Run 1, the metal 2 layer:
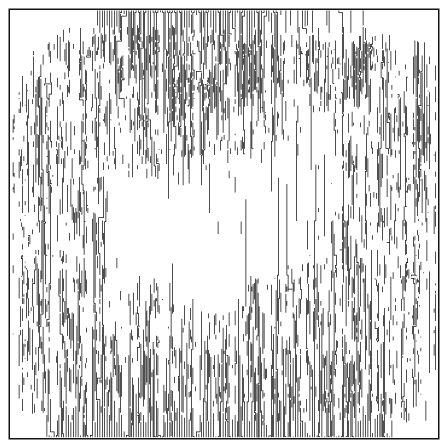
Run 1, the metal 4 layer:
Supply wires on this layer in gray.
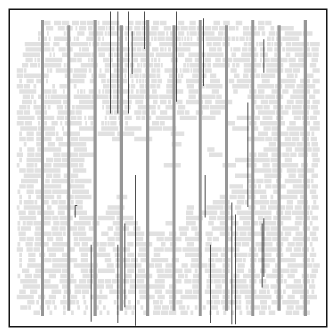
Run 1, clock routing:
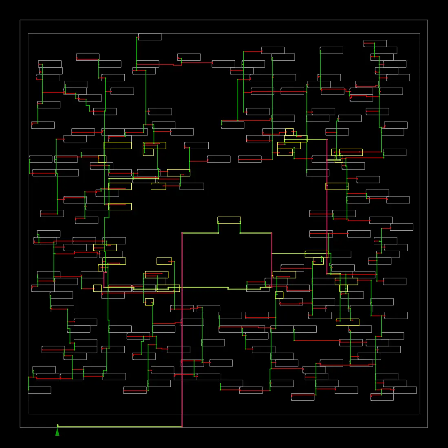
Run 1, M1 wires:
Supply wires on this layer in gray.
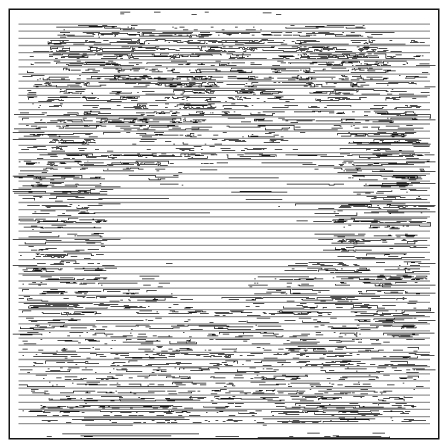
File: src/rtl/mem_stage_ctrl.sv
// MEM-stage controller: issues dcache requests, stalls the front of the pipeline
// until completion, and produces the MEM/WB register inputs and load/hold/bubble control.
module mem_stage_ctrl #(
  parameter int DW  = 32,
  parameter int PCW = 16
) (
  input  logic          CLK,
  input  logic          nRST,
  input  logic          ex_valid,
  input  logic [DW-1:0] pc_EX,
  input  logic [DW-1:0] alu_out_EX,
  input  logic [DW-1:0] store_EX,
  input  logic [DW-1:0] imm_EX,
  input  logic [4:0]    wsel_EX,
  input  logic          MemtoReg_EX,
  input  logic          RegWr_EX,
  input  logic          MemRead_EX,
  input  logic          MemWrite_EX,
  input  logic [1:0]    WriteSrc_EX,
  input  logic          flush_in,
  input  logic          hold_in,
  input  logic          dhit,
  input  logic [DW-1:0] dmemload,
  output logic          dREN,
  output logic          dWEN,
  output logic [DW-1:0] dmemaddr,
  output logic [DW-1:0] dmemstore,
  output logic [1:0]    dcache_active,
  output logic [DW-1:0] pc_MEM,
  output logic [DW-1:0] dmem_out,
  output logic [DW-1:0] alu_out_MEM,
  output logic [DW-1:0] imm_MEM,
  output logic [4:0]    wsel_MEM,
  output logic          MemtoReg_MEM,
  output logic          RegWr_MEM,
  output logic [1:0]    WriteSrc_MEM,
  output logic [1:0]    pipeline_ctrl,
  output logic          mem_stall,
  output logic [PCW-1:0] stall_cnt
);

  typedef enum logic [1:0] {IDLE, WAIT, DONE} state_t;

  localparam logic [1:0] PC_LOAD   = 2'b00;
  localparam logic [1:0] PC_HOLD   = 2'b01;
  localparam logic [1:0] PC_BUBBLE = 2'b10;

  state_t        state, next_state;
  logic          req_rd_q, req_wr_q;
  logic          flush_q;
  logic [DW-1:0] load_buf;
  logic [DW-1:0] cap_pc, cap_alu, cap_store, cap_imm;
  logic [4:0]    cap_wsel;
  logic          cap_memtoreg, cap_regwr;
  logic [1:0]    cap_writesrc;

  logic mem_op, op_rd, op_wr;
  logic capture, buf_load, buf_discard, flush_set;

  // A simultaneous read+write request is treated as a write.
  assign mem_op = ex_valid & (MemRead_EX | MemWrite_EX);
  assign op_wr  = MemWrite_EX;
  assign op_rd  = MemRead_EX & ~MemWrite_EX;

  // NOTE: combinational logic uses blocking '=' with a default for every output
  // first, so no path leaves a signal unassigned and no latch is inferred.
  always_comb begin
    next_state    = state;
    dREN          = 1'b0;
    dWEN          = 1'b0;
    pipeline_ctrl = PC_LOAD;
    mem_stall     = 1'b0;
    capture       = 1'b0;
    buf_load      = 1'b0;
    buf_discard   = 1'b0;
    flush_set     = 1'b0;
    // Requests are Mealy in IDLE, so reset must gate them to drop asynchronously.
    if (nRST) begin
      unique case (state)
        IDLE: begin
          if (flush_in) begin
            pipeline_ctrl = PC_BUBBLE;
          end else if (mem_op) begin
            dREN    = op_rd;
            dWEN    = op_wr;
            capture = 1'b1;
            if (dhit) begin
              if (hold_in) begin
                buf_load      = 1'b1;
                pipeline_ctrl = PC_HOLD;
                mem_stall     = 1'b1;
                next_state    = DONE;
              end
            end else begin
              pipeline_ctrl = PC_BUBBLE;
              mem_stall     = 1'b1;
              next_state    = WAIT;
            end
          end else if (hold_in) begin
            pipeline_ctrl = PC_HOLD;
            mem_stall     = 1'b1;
          end
        end
        WAIT: begin
          if (flush_in && !req_wr_q) begin
            pipeline_ctrl = PC_BUBBLE;
            next_state    = IDLE;
          end else begin
            dREN = req_rd_q;
            dWEN = req_wr_q;
            if (dhit) begin
              if (flush_in || flush_q) begin
                pipeline_ctrl = PC_BUBBLE;
                next_state    = IDLE;
              end else if (hold_in) begin
                buf_load      = 1'b1;
                pipeline_ctrl = PC_HOLD;
                mem_stall     = 1'b1;
                next_state    = DONE;
              end else begin
                next_state    = IDLE;
              end
            end else begin
              // A write in flight cannot be aborted; remember the flush for completion.
              pipeline_ctrl = PC_BUBBLE;
              mem_stall     = 1'b1;
              flush_set     = flush_in;
            end
          end
        end
        DONE: begin
          if (flush_in) begin
            pipeline_ctrl = PC_BUBBLE;
            buf_discard   = 1'b1;
            next_state    = IDLE;
          end else if (hold_in) begin
            pipeline_ctrl = PC_HOLD;
            mem_stall     = 1'b1;
          end else begin
            next_state    = IDLE;
          end
        end
        default: next_state = IDLE;
      endcase
    end
  end

  assign dcache_active = {dWEN, dREN};
  assign dmemaddr      = (state == IDLE) ? alu_out_EX  : cap_alu;
  assign dmemstore     = (state == IDLE) ? store_EX    : cap_store;
  assign dmem_out      = (state == DONE) ? load_buf    : dmemload;
  assign pc_MEM        = (state == IDLE) ? pc_EX       : cap_pc;
  assign alu_out_MEM   = (state == IDLE) ? alu_out_EX  : cap_alu;
  assign imm_MEM       = (state == IDLE) ? imm_EX      : cap_imm;
  assign wsel_MEM      = (state == IDLE) ? wsel_EX     : cap_wsel;
  assign MemtoReg_MEM  = (state == IDLE) ? MemtoReg_EX : cap_memtoreg;
  assign RegWr_MEM     = (state == IDLE) ? RegWr_EX    : cap_regwr;
  assign WriteSrc_MEM  = (state == IDLE) ? WriteSrc_EX : cap_writesrc;

  // NOTE: sequential state uses non-blocking '<=' so every register samples
  // pre-edge values; the payload registers are reset too so they never carry X.
  always_ff @(posedge CLK or negedge nRST) begin
    if (!nRST) begin
      state        <= IDLE;
      req_rd_q     <= 1'b0;
      req_wr_q     <= 1'b0;
      flush_q      <= 1'b0;
      load_buf     <= '0;
      cap_pc       <= '0;
      cap_alu      <= '0;
      cap_store    <= '0;
      cap_imm      <= '0;
      cap_wsel     <= '0;
      cap_memtoreg <= 1'b0;
      cap_regwr    <= 1'b0;
      cap_writesrc <= '0;
      stall_cnt    <= '0;
    end else begin
      state   <= next_state;
      flush_q <= (next_state == WAIT) ? (flush_q | flush_set) : 1'b0;
      if (capture) begin
        req_rd_q     <= op_rd;
        req_wr_q     <= op_wr;
        cap_pc       <= pc_EX;
        cap_alu      <= alu_out_EX;
        cap_store    <= store_EX;
        cap_imm      <= imm_EX;
        cap_wsel     <= wsel_EX;
        cap_memtoreg <= MemtoReg_EX;
        cap_regwr    <= RegWr_EX;
        cap_writesrc <= WriteSrc_EX;
      end
      if (buf_load) begin
        load_buf <= dmemload;
      end else if (buf_discard) begin
        load_buf <= '0;
      end
      if (mem_stall && (stall_cnt != '1)) begin
        stall_cnt <= stall_cnt + 1'b1;
      end
    end
  end

endmodule
File: config.mk
export PLATFORM = sky130hd
export DESIGN_NAME = mem_stage_ctrl
export DESIGN_NICKNAME = d
export VERILOG_FILES = /design/src/rtl/mem_stage_ctrl.sv
export SDC_FILE = /design/constraint.sdc
export NUM_CORES = 1
export LEC_CHECK = 0
export CORE_MARGIN = 3
export CORE_UTILIZATION = 40
export DETAILED_ROUTE_END_ITERATION = 8
export HOLD_SLACK_MARGIN = 0.12
export PLACE_DENSITY = 0.78
export SYNTH_ARGS = -nofsm -noshare
export SYNTH_HDL_FRONTEND = slang
export SYNTH_SLANG_ARGS = --single-unit
export TNS_END_PERCENT = 5
File: constraint.sdc
create_clock -name CLK -period 1.88 [get_ports CLK]
set_input_delay 0.188 -clock CLK [delete_from_list [all_inputs] [get_ports CLK]]
set_output_delay 0.188 -clock CLK [all_outputs]
set_load 0.02 [all_outputs]
==> impl_metrics.json, run 1 <==
{
  "rr_worst_depth": 7,
  "syn_inst": 786,
  "yosys_area_sq_mm": 0.00988,
  "timing.critical_path.buf_inv": 4,
  "reg2reg_to": "stall_cnt[7]",
  "worst-endpoint-arrival_ns": 1.93,
  "top_cell": "sky130_fd_sc_hd__mux2_2",
  "viasPerCell": 5.07,
  "dieWidth_um": 163,
  "finalHoldViolations": 0,
  "slew-limit-headroom_pct": 52.2,
  "die_area_sq_mm": 0.0266,
  "final_max_slew_violation_count": 0,
  "chip_height_um": 163,
  "area.sequential_sq_mm": 0.00476,
  "max_slew.worst_pin.slew_ns": 0.718,
  "final.signal_buffer_count": 472,
  "pre_cts_ws_ns": -0.345,
  "synth.distinct_cells": 46,
  "antenna_found_initial": 1,
  "type_of_the_worst_setup_path": "reg2out",
  "synth-edff-count": 0,
  "max-clock-path-buffers": 2,
  "finish.instance_area_sq_mm": 0.0151,
  "final.setup.worst_slack_ns": -0.236,
  "startpoint_type": "flip-flop",
  "register_fraction_of_the_total_cell_area_pct": 31.5,
  "finalSetupViolCount": 337,
  "n_all_inverters": 5,
  "failed_checks": "negative setup slack",
  "port_buffers": 400,
  "power.ir.vdd_worst_mv": 0.560,
  "outcome": "finished with violations",
  "stage_log_warnings": 30,
  "worst_clock_skew_ns": 0.0144,
  "largestPowerGroup": "combinational logic",
  "floorplan.core_util_pct": 41.3,
  "dpl.cell_count": 1486,
  "aoi_share_pct": 1.88
}
Back to the opening pictures, 'the metal 2 layer':
wire length on this layer: 15300 um
share of all routed wire: 51%
sum of routed wire length over all layers: 29900 um
global routing met2 resource utilization: 38.2%

Back to the opening pictures, 'the metal 4 layer':
wire length on this layer: 800 um
share of all routed wire: 2.7%
main direction: vertical
Vias: 7750

Back to the opening pictures, 'clock routing':
clock buf count: 17
Clock Power: 0.00371 W
total number of sequential cells: 190
number of sinks driven by the clock tree: 190
clk latency late pin: 0.43 ns

Back to the opening pictures, 'M1 wires':
wire length on this layer: 11900 um
nets with wire on the layer: 1227
main direction: horizontal
global-route track usage on met1: 26.5%

run 1: metal layers:
layer | GRT usage, % | vias up | share of wire [%] | wire length, um
li1 | - | 3573 | - | -
met1 | 26.5 | 3864 | 40 | 11900
met2 | 38.2 | 268 | 51 | 15300
met3 | 5.40 | 45 | 6.5 | 1940
met4 | 7.15 | 0 | 2.7 | 799
met5 | 0 | - | 0 | 0
run 1: repair_timing:
action,4_1_cts,5_1_grt
cloned,3,0
setup buffers,9,0
endpoints found under the hold margin,135,0
pin swaps,4,4
hold buffers,1,0
gates resized,970,78
setup endpoints to repair,318,389
==> run 2, diff against run 1 <==
--- a/config.mk
+++ b/config.mk
@@ -7,6 +7,7 @@
 export LEC_CHECK = 0
 export CORE_MARGIN = 3
 export CORE_UTILIZATION = 40
+export CTS_CLUSTER_SIZE = 20
 export DETAILED_ROUTE_END_ITERATION = 8
 export HOLD_SLACK_MARGIN = 0.12
 export PLACE_DENSITY = 0.78
Run 2, the metal 2 layer:
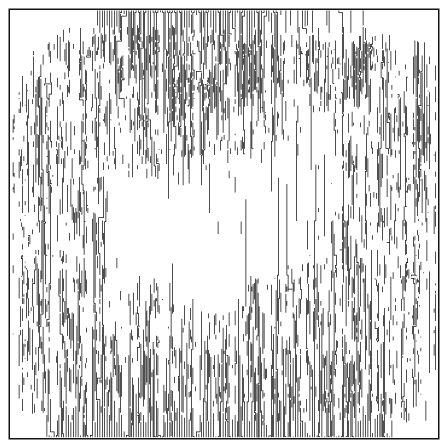
nets with wire on the layer: 1288
wire length on this layer: 15300 um
share of all routed wire: 51%
longest straight run: 53.5 um
main direction: vertical

==> run 2 against run 1 <==
The flow still finishes with violations (negative setup slack). Global-route usage unchanged. Count of clock-buffer cells in the layout is the same. Combinational power hardly changed. Cell count stayed put. Area after synthesis stayed put. Die size is the same. Clock power hardly changed. Power is the same. Sequential power is essentially flat. Cell area unchanged. Core utilization stayed put. Worst setup slack unchanged. Largest cell class unchanged.
==> impl_metrics.json, run 2 <==
{
  "max_freq_mhz": 473,
  "worst-endpoint-required_ns": 1.69,
  "finalHoldViolations": 0,
  "finalSetupViolCount": 337,
  "largestPowerGroup": "combinational logic",
  "wire_length_on_met1_um": 11900,
  "failed_checks": "negative setup slack",
  "cts.repair.resized": 970,
  "type_of_the_worst_setup_path": "reg2out",
  "yosys_area_sq_mm": 0.00988,
  "outcome": "finished with violations",
  "met1_usage_pct": 26.5,
  "finish.cell_count_without_fillers": 1529,
  "tritoncts_num_sinks": 190,
  "power.ir.vdd_worst_mv": 0.560,
  "comb_power_share_pct": 39.5,
  "tritoncts.num_buffers": 17,
  "floorplan.core_util_pct": 41.3,
  "die_area_sq_mm": 0.0266,
  "pre_cts_ws_ns": -0.345,
  "clock_power_w": 0.00371,
  "antenna_found_initial": 1,
  "max_slew.worst_pin.slew_ns": 0.718,
  "slew-limit-headroom_pct": 52.2,
  "crit_path_cell_trace": "nor2_4 -> buf_12 -> buf_12 -> buf_16 -> mux2_4 -> buf_6",
  "final.setup.worst_slack_ns": -0.236,
  "timing.critical_path.buf_inv": 4,
  "finish.instance_area_sq_mm": 0.0151,
  "gp_congestion": 0.870,
  "regToRegStartpoint": "state[1]",
  "cts.hold.buffers_added": 1,
  "worst-endpoint-arrival_ns": 1.93,
  "crit_path_max_fanout": 7,
  "port_buffers": 400,
  "dieWidth_um": 163,
  "vias": 7750,
  "synth-edff-count": 0,
  "aoi_share_pct": 1.88,
  "met3WireLength_um": 1940,
  "gr_util_all_layers_pct": 21.9,
  "routed-wl-met2_um": 15300,
  "final_layout_size_suffix_gt1_share_pct": 46.7,
  "post_synth_mux_area_share_pct": 35.0,
  "synth.distinct_cells": 46,
  "insertion_delay_ns": 0.43,
  "max-clock-path-buffers": 2,
  "final_max_slew_violation_count": 0,
  "viasPerCell": 5.07,
  "chip_height_um": 163,
  "top_cell": "sky130_fd_sc_hd__mux2_2",
  "startpoint_type": "flip-flop",
  "topRoutingLayerUsed": "met4",
  "synth.logic.top_family": "multiplexers",
  "stage_log_warnings": 30,
  "clock_tree_from_tritoncts": "done",
  "syn_inst": 786,
  "dpl.cell_count": 1486,
  "grt_busiest_layer": "met2",
  "sum_of_routed_wire_length_over_all_layers_um": 29900,
  "gr-usage-met2_pct": 38.2,
  "post-cts-setup-buffers": 9,
  "ys_async_sr_fraction_pct": 100,
  "synthDominantCellAreaShare_pct": 48.1,
  "worst_clock_skew_ns": 0.0144
}
Run 2, signal wires on met3:
Scale bar: 50 um.
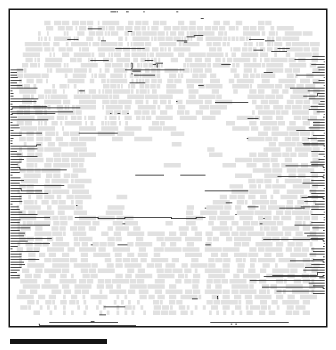
main direction: horizontal
longest straight run: 49.7 um
wire length on this layer: 1940 um
share of all routed wire: 6.5%
nets with wire on the layer: 211
met3 capacity usage during global routing: 5.40%

run 2: worst paths after layout:
check	endpoint	depth (start not counted)
max	dmemstore[0]	6
min	load_buf[19]	2
max in group asynchronous	load_buf[30]	4
min reg2reg	cap_store[7]	1
min in group CLK	load_buf[29]	3
max reg2reg	stall_cnt[7]	7
run 2: area by class of cell:
class | count | area [sq um] | share of cell area (%)
Sequential cell | 190 | 4760 | 31.5
Clock inverter | 15 | 173 | 1.14
Clock buffer | 17 | 425 | 2.82
Timing Repair Buffer | 472 | 4450 | 29.5
Multi-Input combinational cell | 510 | 4880 | 32.3
Antenna cell | 1 | 2.50 | 0.0166
Inverter | 5 | 18.8 | 0.124
Tap cell | 319 | 399 | 2.64
Power figures rest on the tool's default switching activity, not on a simulated workload.
